[src/rtl/arf_rename_table.sv]
// rtl/arf_rename_table.sv - architectural register file with per-register rename (busy/tag) state.
// Define ARF_CDB_BYPASS_EN to forward a matching CDB broadcast onto the read ports in the same cycle.
module arf_rename_table #(
    parameter int NUM_REGS   = 16,
    parameter int DATA_WIDTH = 32,
    parameter int TAG_WIDTH  = 4,
    parameter int AW         = $clog2(NUM_REGS),
    parameter int CW         = $clog2(NUM_REGS) + 1
) (
    input  logic                  CLK,
    input  logic                  RESET,
    input  logic [AW-1:0]         READ_REG1,
    input  logic [AW-1:0]         READ_REG2,
    output logic [DATA_WIDTH-1:0] READ_DATA1,
    output logic [DATA_WIDTH-1:0] READ_DATA2,
    output logic                  READ_BUSY1,
    output logic                  READ_BUSY2,
    output logic [TAG_WIDTH-1:0]  READ_TAG1,
    output logic [TAG_WIDTH-1:0]  READ_TAG2,
    input  logic                  RENAME_ENABLE,
    input  logic [AW-1:0]         RENAME_REG,
    input  logic [TAG_WIDTH-1:0]  RENAME_TAG,
    input  logic                  CDB_VALID,
    input  logic [TAG_WIDTH-1:0]  CDB_TAG,
    input  logic [DATA_WIDTH-1:0] CDB_DATA,
    input  logic                  FLUSH,
    output logic [CW-1:0]         BUSY_COUNT
);

    logic [DATA_WIDTH-1:0] data_q [NUM_REGS];
    logic [TAG_WIDTH-1:0]  tag_q  [NUM_REGS];
    logic [NUM_REGS-1:0]   busy_q;
    logic [CW-1:0]         count_q;

    logic [DATA_WIDTH-1:0] data_d [NUM_REGS];
    logic [TAG_WIDTH-1:0]  tag_d  [NUM_REGS];
    logic [NUM_REGS-1:0]   busy_d;
    logic [CW-1:0]         count_d;

    // Register 0 is never written, so it stays at its reset value of all zeros.
    always_comb begin
        count_d = '0;
        for (int r = 0; r < NUM_REGS; r++) begin
            data_d[r] = data_q[r];
            tag_d[r]  = tag_q[r];
            busy_d[r] = busy_q[r];
            if (r != 0) begin
                if (CDB_VALID && busy_q[r] && (tag_q[r] == CDB_TAG)) begin
                    data_d[r] = CDB_DATA;
                    busy_d[r] = 1'b0;
                end
                // A rename to the register the CDB just retired re-arms it with the new tag.
                if (RENAME_ENABLE && !FLUSH && (RENAME_REG == AW'(r))) begin
                    busy_d[r] = 1'b1;
                    tag_d[r]  = RENAME_TAG;
                end
                if (FLUSH) begin
                    busy_d[r] = 1'b0;
                end
            end
            count_d = count_d + CW'(busy_d[r]);
        end
    end

    always_ff @(posedge CLK) begin
        if (!RESET) begin
            for (int r = 0; r < NUM_REGS; r++) begin
                data_q[r] <= '0;
                tag_q[r]  <= '0;
            end
            busy_q  <= '0;
            count_q <= '0;
        end else begin
            for (int r = 0; r < NUM_REGS; r++) begin
                data_q[r] <= data_d[r];
                tag_q[r]  <= tag_d[r];
            end
            busy_q  <= busy_d;
            count_q <= count_d;
        end
    end

    assign BUSY_COUNT = count_q;

    always_comb begin
        READ_DATA1 = data_q[READ_REG1];
        READ_BUSY1 = busy_q[READ_REG1];
        READ_TAG1  = tag_q[READ_REG1];
        READ_DATA2 = data_q[READ_REG2];
        READ_BUSY2 = busy_q[READ_REG2];
        READ_TAG2  = tag_q[READ_REG2];
`ifdef ARF_CDB_BYPASS_EN
        if ((READ_REG1 != '0) && busy_q[READ_REG1] && CDB_VALID && (tag_q[READ_REG1] == CDB_TAG)) begin
            READ_DATA1 = CDB_DATA;
            READ_BUSY1 = 1'b0;
        end
        if ((READ_REG2 != '0) && busy_q[READ_REG2] && CDB_VALID && (tag_q[READ_REG2] == CDB_TAG)) begin
            READ_DATA2 = CDB_DATA;
            READ_BUSY2 = 1'b0;
        end
`endif
    end

endmodule

[config.mk]
export PLATFORM = sky130hd
export DESIGN_NAME = arf_rename_table
export DESIGN_NICKNAME = d
export VERILOG_FILES = /design/src/rtl/arf_rename_table.sv
export SDC_FILE = /design/constraint.sdc
export NUM_CORES = 1
export LEC_CHECK = 0
export CAP_MARGIN = 20
export CORE_UTILIZATION = 56
export CTS_CLUSTER_DIAMETER = 200
export DETAILED_ROUTE_END_ITERATION = 8
export PLACE_DENSITY = 0.82
export SETUP_SLACK_MARGIN = 0.15
export SYNTH_ARGS = -nofsm -noshare
export SYNTH_HDL_FRONTEND = slang
export SYNTH_SLANG_ARGS = --single-unit
[constraint.sdc]
create_clock -name CLK -period 14.4 [get_ports CLK]
set_input_delay 2.88 -clock CLK [delete_from_list [all_inputs] [get_ports CLK]]
set_output_delay 2.88 -clock CLK [all_outputs]
set_load 0.01 [all_outputs]
**Run 1: metal 1**

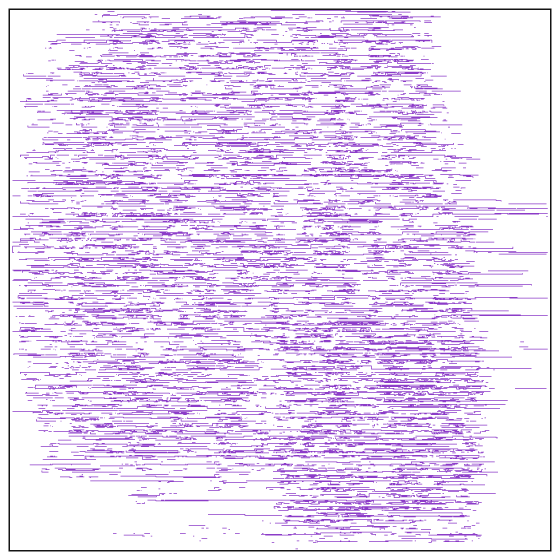
longest straight run: 77.3 µm
share of all routed wire: 34%
nets with wire on the layer: 2232
DR vias: 21000
grt met1 use: 42.1%
final wirelength: 87900 µm

**Run 1: placement view**

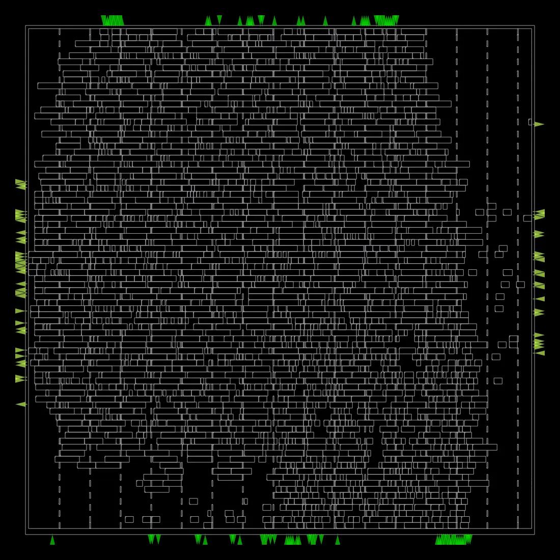
registers: 559
Final Non-Filler Cells: 2977
Finished Core Util: 63.6%
Core Area: 51300 µm²

==> reports/results.ini, run 1 <==
[run_status]
outcome=complete, no violations

[final_timing]
setup_viol=0
hold_viol=0
fmax_mhz=103
period_used_pct=67.5
worst_pin_slew_ns=1.15
rsz0062_at_grt=false
slew-limit-headroom_pct=22.8

[worst_setup_path]
reg2reg_from=tag_q[8][0]$_SDFFE_PN0P_
endpoint_kind=primary output
worstSetupStartpoint=READ_REG1[0]
r2r_end=BUSY_COUNT[1]$_SDFF_PN0_
cp-endpoint=READ_DATA1[21]
cp-start-kind=input pin
cp_max_fo=63
rr_worst_depth=14
r2r_slack_ns=9.80
arrival_ns=6.84
crit_type=in2out

[power_and_ir_drop]
powerComb_uw=466
power_leader=registers
p_int_mw=2.86
p_per_area_nw_per_um2=116
switching_share_pct=24.4
seqPwrFrac_pct=49.1
clk-power_mw=1.46
p_clk_share_pct=38.6
p_switching_uw=924

[synth]
async_flop_share_pct=0
synth_flops=559
ys_seq_share_pct=55.0
syn_area_um2=29100
netlist_logic_family_top=multiplexers
ys_chip_area_um2=29100
ys_top_cells_by_count=edfxtp_1, nor2_1, mux2i_1, mux4_2, a221oi_1
ys_cells=2207
top_area_share_pct=49.5
synth_area_per_cell_um2=13.2
synth-compound-area-share_pct=9.05
ys_warn_count=0
ff_type=edfxtp_1
synth_cell_type_count=55
topCellsByArea=edfxtp_1, mux4_2, mux2i_1
top_cell=edfxtp_1

[routing]
routed_via_density=7.06
dr.pass1.iters=6
ant_nets=0
drc_errors=0
drt-met1-wl_um=30300
wl_met2_um=41300
dr_wl_met3_um=11400

[layout]
n_all_buffers=180
clkbuf_count=78
mi_logic_area_um2=11900
syn_to_final_growth_pct=12.2
final_net_count=2322
drive_gt1_share_pct=17.5
diodes=2
comb_area_share_pct=36.6
lay_top_cells=edfxtp_1, nor2_1, mux2i_1, mux4_2, clkdlybuf4s50_1
area_dominant_class=registers
fillers=3671
nonClkBufAreaFrac_pct=5.41

[grt]
gr-total-overflow=0
grt_max_degree=144
grtUsageTotal_pct=33.2
grt_pass1_wl_um=131000
gr-max-usage-layer=met2
grt_pass1_vias=21600
use_met2_pct=52.9
grt_use_met3_pct=8.07

[die]
dieArea_um2=52900
die-width_um=230
ios=136
nWellTaps=680
num_rows=83

[clock_network]
path_clk_slew_ns=0.06
post_cts_resized=0
cts.hold.buffers_added=0
cts.sinks=559
cts-buffers-inserted=56
cts_tree=done
clock_path_buffers=3

[placement]
place_hpwl_um=48900
gp_congestion=0.923

[worst_hold_path]
hp-start=tag_q[4][2]$_SDFFE_PN0P_
holdPathEnd=tag_q[4][2]$_SDFFE_PN0P_
hold_class=reg2reg

[flow_run]
maxCapViolations=0
warnings=30

**Run 1: register map, names as in the netlist**

Other sequential cells in the stronger grey, the rest of the logic in the fainter grey.
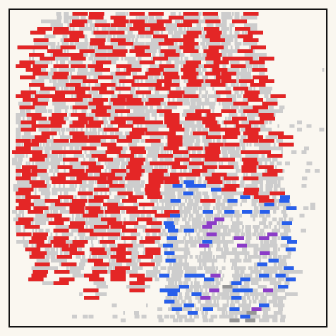
legend:
  tag_q:
    colour: blue
    placed_flops: 60
  data_q:
    colour: red
    placed_flops: 480
    where: widely spread
  busy_q:
    colour: purple
    placed_flops: 15
Reg area: 16000 µm²
flop share of the area: 49.0%

**Run 1: cell density map**

The die is cut into 23 by 23 equal tiles; white is low, dark blue is high, 0 to 100% covered.
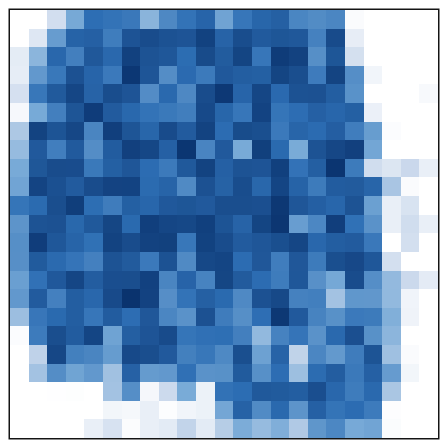
tiles over 75% full: 47%
mean over tiles: 60%
nearly empty tiles: 13%
fullest tile: 99%

run 1: state kept, by name, summed over array words and instances, names as in the netlist:
register,count
data_q,480
tag_q,60
busy_q,15
BUSY_COUNT,4
run 1: through the flow:
step	hold WS (ns)	setup slack (ns)	std cells	power, mW	area, µm²
5_1_grt	0.529	4.46	2975	3.86	32600
2_1_floorplan	0.472	7.36	2207	2.16	29100
3_5_place_dp	0.501	4.79	2871	2.34	30800
3_3_place_gp	0.490	4.80	2870	2.32	30700
4_1_cts	0.509	4.78	2971	3.77	32500
6_report	0.514	4.68	2977	3.78	32600
run 1: critical path, cell delays in order:
cell and delay [ns]:
clkbuf_8 0.60, buf_4 0.67, buf_4 0.85, mux4_2 0.40, o22ai_1 0.08, nor3_1 0.61
clkdlybuf4s50_1 0.67
==> inputs of run 2 (changes only) <==
clock period = 8.96 ns   (was 14.4 ns; I/O delays follow)
**Run 2: register map, names as in the netlist**

Other sequential cells in the stronger grey, the rest of the logic in the fainter grey.
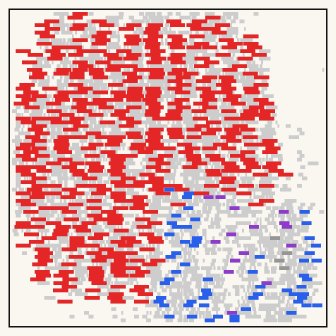
legend:
  busy_q:
    colour: purple
    placed_flops: 15
  tag_q:
    colour: blue
    placed_flops: 60
  data_q:
    colour: red
    placed_flops: 480
    where: widely spread
not coloured: 4
flop share of the area: 48.9%
Finished Core Util: 63.8%
Seq. pwr: 2.98 mW

==> run 2 against run 1 <==
Effect of this change: cell count rose by 0.30%; via count rose by 0.40%; sequential power rose by 61%; first-iteration DRC count rose by 7.3%; clock-buffer cell count did not move; combinational power rose by 62%; non-clock buffer count rose by 4.
==> reports/results.ini, run 2 <==
[synth]
ff_type=edfxtp_1
top_cell=edfxtp_1
synth_flops=559  ; unchanged
ys_top_cells_by_count=edfxtp_1, nor2_1, mux2i_1, mux4_2, a221oi_1
synth_cell_type_count=55  ; unchanged
syn_area_um2=29100  ; unchanged
synth_cells=2207
ys_chip_area_um2=29100  ; unchanged
async_flop_share_pct=0  ; unchanged
top_area_share_pct=49.5  ; unchanged
ys_cells=2207  ; unchanged
topCellsByArea=edfxtp_1, mux4_2, mux2i_1
synth_area_per_cell_um2=13.2  ; unchanged
ys_seq_share_pct=55.0  ; unchanged

[worst_setup_path]
endpoint_kind=primary output
cp-endpoint=READ_DATA1[21]
cpPeakStageDelay_ns=0.93  ; +0.08 ns
reg2reg_from=tag_q[2][1]$_SDFFE_PN0P_
cp_max_fo=51  ; -19%
worstSetupStartpoint=READ_REG1[1]
path_cells=buf_6 -> nor2b_4 -> buf_4 -> a221oi_1 -> nor3_1 -> clkdlybuf4s50_1
worst_path_max_delay_cell=nor2b_4
crit_type=in2out
arrival_ns=5.06  ; -1.78 ns
rr_worst_depth=14  ; unchanged
r2r_end=BUSY_COUNT[1]$_SDFF_PN0_
cp-start-kind=input pin
r2r_slack_ns=4.29  ; -5.51 ns

[power_and_ir_drop]
seqPwrFrac_pct=48.8  ; -0.3 points
switching_share_pct=25.3  ; +0.85 points
power_leader=registers
p_total_mw=6.11  ; +61%
powerComb_uw=753  ; +62%
p_clk_share_pct=38.8  ; +0.2 points
p_switching_mw=1.54  ; +67%
clk-power_mw=2.37  ; +62%
p_per_area_nw_per_um2=186  ; +61%

[flow_run]
warnings=29  ; -3.3%
maxCapViolations=0  ; unchanged

[routing]
dr.pass1.iters=8  ; +2
finalWirelength_um=90000  ; +2.4%
vias=21100  ; +0.40%
dr_wl_met3_um=11700  ; +2.9%
wl_met2_um=42400  ; +2.6%
drt-met1-wl_um=31600  ; +4.3%
drc_errors=0  ; unchanged
routed_via_density=7.07  ; about the same
ant_nets=0  ; unchanged

[die]
design.core.area_um2=51300  ; unchanged
die-width_um=230  ; unchanged
floorplan.core_util_pct=56.7
dieArea_um2=52900  ; unchanged
ios=136  ; unchanged
num_rows=83  ; unchanged

[layout]
fin_cells=2986  ; +0.30%
design_area_um2=32700  ; +0.33%
largest_reg_flops=480  ; unchanged
reg_top3=data_q (480), tag_q (60), busy_q (15)
largest-register=data_q
lay_top_cells=edfxtp_1, nor2_1, mux2i_1, mux4_2, clkdlybuf4s50_1
syn_to_final_growth_pct=12.5
final_net_count=2328  ; +0.26%
drive_gt1_share_pct=17.8  ; +0.27 points

[grt]
grt_pass1_vias=21500  ; -0.36%
gr-total-overflow=0  ; unchanged
gr-max-usage-layer=met2
grt_use_met3_pct=7.51  ; -0.56 points
grtUsageTotal_pct=34.0  ; +0.85 points
grt_pass1_wl_um=133000  ; +1.7%
grtUsageMet1_pct=44.4  ; +2.3 points
use_met2_pct=54.0  ; +1.2 points

[clock_network]
cts_tree=done
cts.hold.buffers_added=0  ; unchanged
post_cts_resized=0  ; unchanged
cts.sinks=559  ; unchanged
path_clk_slew_ns=0.06  ; about the same
clock_path_buffers=3  ; unchanged
cts-buffers-inserted=58  ; +3.6%

[placement]
place_hpwl_um=50800  ; +3.8%
dpl_worst_slack_ns=1.73  ; -3.07 ns
dp_cells=2874  ; +0.10%
gp_congestion=0.922  ; -0.13%
place_area_um2=30800  ; +0.11%

[worst_hold_path]
hold_path_depth=2
hp-start=tag_q[6][2]$_SDFFE_PN0P_
hold_class=reg2reg

[final_timing]
whs_ns=0.522  ; +0.00839 ns
slew-limit-headroom_pct=23.7  ; +0.87 points
fmax_mhz=146
period_used_pct=76.5
worst_pin_slew_ns=1.14  ; -0.0130 ns
skew_ns=0.0429
hold_viol=0  ; unchanged
rsz0062_at_grt=false
setup_viol=0  ; unchanged
setup_slack_ns=2.11  ; -2.58 ns

[run_status]
outcome=complete, no violations

**Run 2: metal 1**

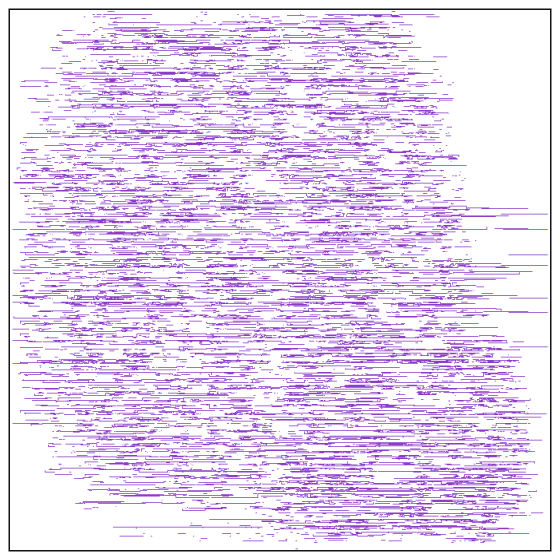
nets with wire on the layer: 2237
share of all routed wire: 35%

-- run 2: worst max-delay path: cells and delay by family --
family,cells,cell delay (ns)
AOI/OAI and AO/OA,1,0.13
buffers and inverters,3,1.54
and+or+nand+nor,2,1.55
-- run 2: final cells by class --
class	instances	area, µm²	share of cell area, %
inverter	73	274	0.837
tap	680	851	2.60
sequential	559	16000	48.9
antenna	1	2.50	0.00764
timing repair buffer	184	1840	5.61
multi-input combinational	1383	12000	36.5
clock buffer	78	1570	4.79
clock inverter	28	259	0.791
-- run 2: kinds of logic (layout without fill, tap and decap cells) --
group	count (synthesis)	in the layout	synth area share [%]
buf+inv	265	363	4.47
fa+ha+maj	12	12	0.774
other cells	1	2	0.0129
compound gates	338	338	9.05
mux	390	390	20.3
simple gates	590	590	8.83
flops	559	559	55.0
xor+xnor	52	52	1.57
Power is estimated from default activity; no workload was simulated.
